pdn.png
Pins as bars on the die edge.
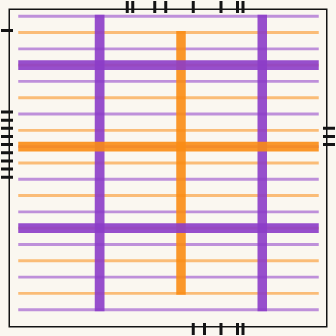
cell_classes.png
The bar under the picture is 20 microns long.
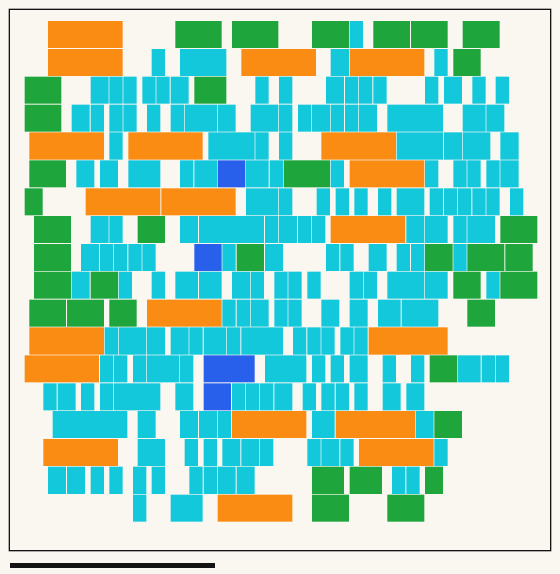
clock_map.png
The bar under the picture is 20 microns long.
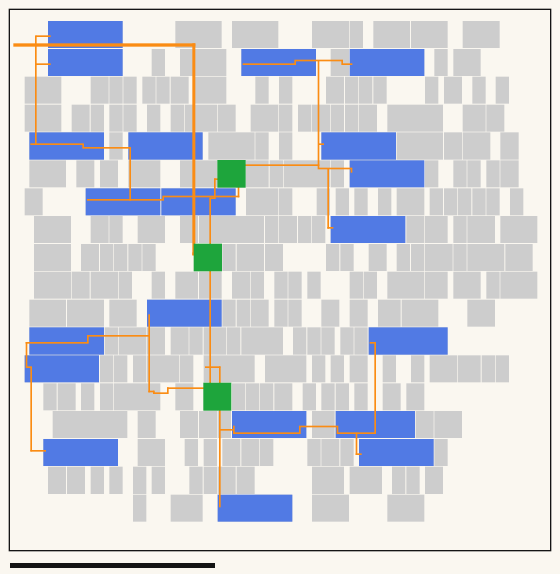
metal_stack.png
Two of the layers only.
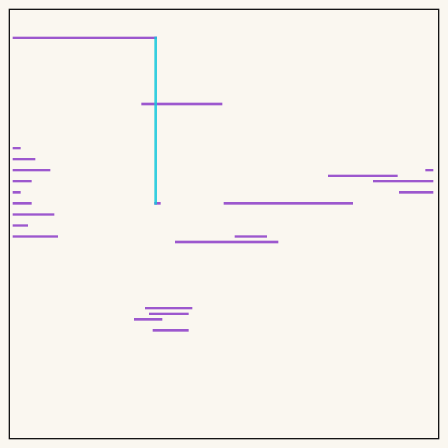
`config.mk`:
```
export PLATFORM = sky130hd
export DESIGN_NAME = change_dispenser
export DESIGN_NICKNAME = d
export VERILOG_FILES = /design/src/rtl/change_dispenser.sv
export SDC_FILE = /design/constraint.sdc
export NUM_CORES = 1
export LEC_CHECK = 0
export ABC_AREA = 1
export CORE_UTILIZATION = 54
export CTS_BUF_LIST = sky130_fd_sc_hd__clkbuf_4 sky130_fd_sc_hd__clkbuf_8
export DETAILED_ROUTE_END_ITERATION = 7
export MAX_ROUTING_LAYER = met4
export PLACE_DENSITY = 0.82
export SYNTH_ARGS = -nofsm -noshare
export SYNTH_HDL_FRONTEND = slang
export SYNTH_SLANG_ARGS = --single-unit
export TNS_END_PERCENT = 5
```
`constraint.sdc`:
```
create_clock -name clk -period 1.8 [get_ports clk]
set_input_delay 0.45 -clock clk [delete_from_list [all_inputs] [get_ports clk]]
set_output_delay 0.45 -clock clk [all_outputs]
set_load 0.02 [all_outputs]
```
`src/rtl/change_dispenser.sv`:
```
`default_nettype none
`timescale 1ns / 1ps
// ============================================================================
// Module   : change_dispenser
// Brief    : Vending payout. Releases the goods, then pays change greedily
//            in 5/1-yuan coins. Each item uses a req/ack handshake that is
//            guarded by a watchdog.
// Revision : 1.0  initial release
// ============================================================================
module change_dispenser #(
  parameter int ACK_TIMEOUT = 60,
  parameter int AMT_W       = 4
) (
  input  logic             clk,
  input  logic             rst,
  input  logic             pay_valid,
  output logic             pay_ready,
  input  logic [2:0]       pay_goods,
  input  logic [AMT_W-1:0] pay_change,
  output logic             vend_req,
  output logic [2:0]       vend_code,
  input  logic             vend_ack,
  output logic             coin5_req,
  output logic             coin1_req,
  input  logic             coin_ack,
  output logic             done,
  output logic             fault,
  input  logic             clear_fault,
  output logic [AMT_W-1:0] paid_total
);

  localparam int               WD_W      = $clog2(ACK_TIMEOUT);
  localparam logic [WD_W-1:0]  C_WD_LAST = WD_W'(ACK_TIMEOUT - 1);
  localparam logic [WD_W-1:0]  C_WD_ONE  = WD_W'(1);
  localparam logic [AMT_W-1:0] C_FIVE    = AMT_W'(5);
  localparam logic [AMT_W-1:0] C_ONE     = AMT_W'(1);

  typedef enum logic [2:0] {
    S_IDLE  = 3'd0,
    S_VEND  = 3'd1,
    S_PAY5  = 3'd2,
    S_PAY1  = 3'd3,
    S_GAP   = 3'd4,
    S_DONE  = 3'd5,
    S_FAULT = 3'd6
  } state_t;

  state_t           state_q, state_d;
  logic [AMT_W-1:0] rem_q, rem_d;
  logic [AMT_W-1:0] paid_q, paid_d;
  logic [2:0]       code_q, code_d;
  logic [WD_W-1:0]  wdog_q, wdog_d;

  always_ff @(posedge clk) begin
    if (rst) begin
      state_q <= S_IDLE;
      rem_q   <= '0;
      paid_q  <= '0;
      code_q  <= '0;
      wdog_q  <= '0;
    end else begin
      state_q <= state_d;
      rem_q   <= rem_d;
      paid_q  <= paid_d;
      code_q  <= code_d;
      wdog_q  <= wdog_d;
    end
  end

  always_comb begin
    state_d = state_q;
    rem_d   = rem_q;
    paid_d  = paid_q;
    code_d  = code_q;
    wdog_d  = wdog_q;
    case (state_q)
      S_IDLE: begin
        if (pay_valid) begin
          code_d  = pay_goods;
          rem_d   = pay_change;
          paid_d  = '0;
          wdog_d  = '0;
          state_d = (pay_goods != 3'd0) ? S_VEND : S_GAP;
        end
      end
      S_VEND: begin
        if (vend_ack) begin
          state_d = S_GAP;
        end else if (wdog_q == C_WD_LAST) begin
          state_d = S_FAULT;
        end else begin
          wdog_d = wdog_q + C_WD_ONE;
        end
      end
      S_PAY5: begin
        // Ack is checked before expiry so a last-cycle ack still counts.
        if (coin_ack) begin
          if (rem_q >= C_FIVE) begin
            rem_d  = rem_q - C_FIVE;
            paid_d = paid_q + C_FIVE;
          end
          state_d = S_GAP;
        end else if (wdog_q == C_WD_LAST) begin
          state_d = S_FAULT;
        end else begin
          wdog_d = wdog_q + C_WD_ONE;
        end
      end
      S_PAY1: begin
        if (coin_ack) begin
          if (rem_q >= C_ONE) begin
            rem_d  = rem_q - C_ONE;
            paid_d = paid_q + C_ONE;
          end
          state_d = S_GAP;
        end else if (wdog_q == C_WD_LAST) begin
          state_d = S_FAULT;
        end else begin
          wdog_d = wdog_q + C_WD_ONE;
        end
      end
      S_GAP: begin
        wdog_d = '0;
        if (rem_q >= C_FIVE) begin
          state_d = S_PAY5;
        end else if (rem_q >= C_ONE) begin
          state_d = S_PAY1;
        end else begin
          state_d = S_DONE;
        end
      end
      S_DONE: begin
        state_d = S_IDLE;
      end
      S_FAULT: begin
        if (clear_fault) begin
          state_d = S_IDLE;
        end
      end
      default: begin
        state_d = S_IDLE;
      end
    endcase
  end

  assign pay_ready  = (state_q == S_IDLE);
  assign vend_req   = (state_q == S_VEND);
  assign coin5_req  = (state_q == S_PAY5);
  assign coin1_req  = (state_q == S_PAY1);
  assign done       = (state_q == S_DONE);
  assign fault      = (state_q == S_FAULT);
  assign vend_code  = code_q;
  assign paid_total = paid_q;

endmodule
`default_nettype wire
```
==> job_summary.md <==
### Yosys + OpenROAD results

| Metric | Value |
|---|---|
| Reg2reg setup slack | between 0.15 and 0.2 ns |
| Crit Path Max Fanout | 2 |
| Tot Pwr | about 1.4 mW |
| Inverters | 28 |
| Outcome | finished clean |
| Post CTS Setup Buffer Count | 0 |
| CP bufs+invs | 1 |
| Critical Path AT | about 1.3 ns |
| Layout Cells excl Fill | around 290 |
| Clock Latency Late Sink | ~0.29 ns |
| Fin crit share | between 90% and 100% |
| Setup violators final | 0 |
| Hold WC Path Type | flip-flop to flip-flop |
| Top cell category | combinational gates |
| Post-DP Area | 1730 sq um |
| Mux contribution to synthesized area | 0% |
| Placed Instances | about 280 |
| CP Class | flip-flop to primary output |
| Die area | ~2800 sq um |
| Ys cells | ~220 |
| Antenna violations before repair | 0 |
| Critical Path End Type | primary output |
| CP Launch Type | flip-flop |
| Max_slew headroom | approximately 84% |
| DR iter-0 viols | 35 |
| N_taps | 30 |
Notes on pdn.png above:
| color | net |
|---|---|
| purple | VSS |
| orange | VDD |
met5 straps: 3
rows: 18
met1 rails: 19
met4 straps: 3

Notes on cell_classes.png above:
| color | class | cells |
|---|---|---|
| green | other buffers and delay cells | 36 |
| blue | clock drivers and dummy loads | 4 |
| cyan | all other logic | 196 |
| orange | flops | 20 |

Notes on clock_map.png above:
[green] cells driving clock nets | count: 3
[blue] flip-flops | count: 20
[orange] clock wires | length: 231 microns
routed clock nets: 4

Notes on metal_stack.png above:
| color | layer | wire length |
|---|---|---|
| purple | met3 | 121 microns |
| cyan | met4 | 20.4 microns |

Power and IR drop assume default switching activity.
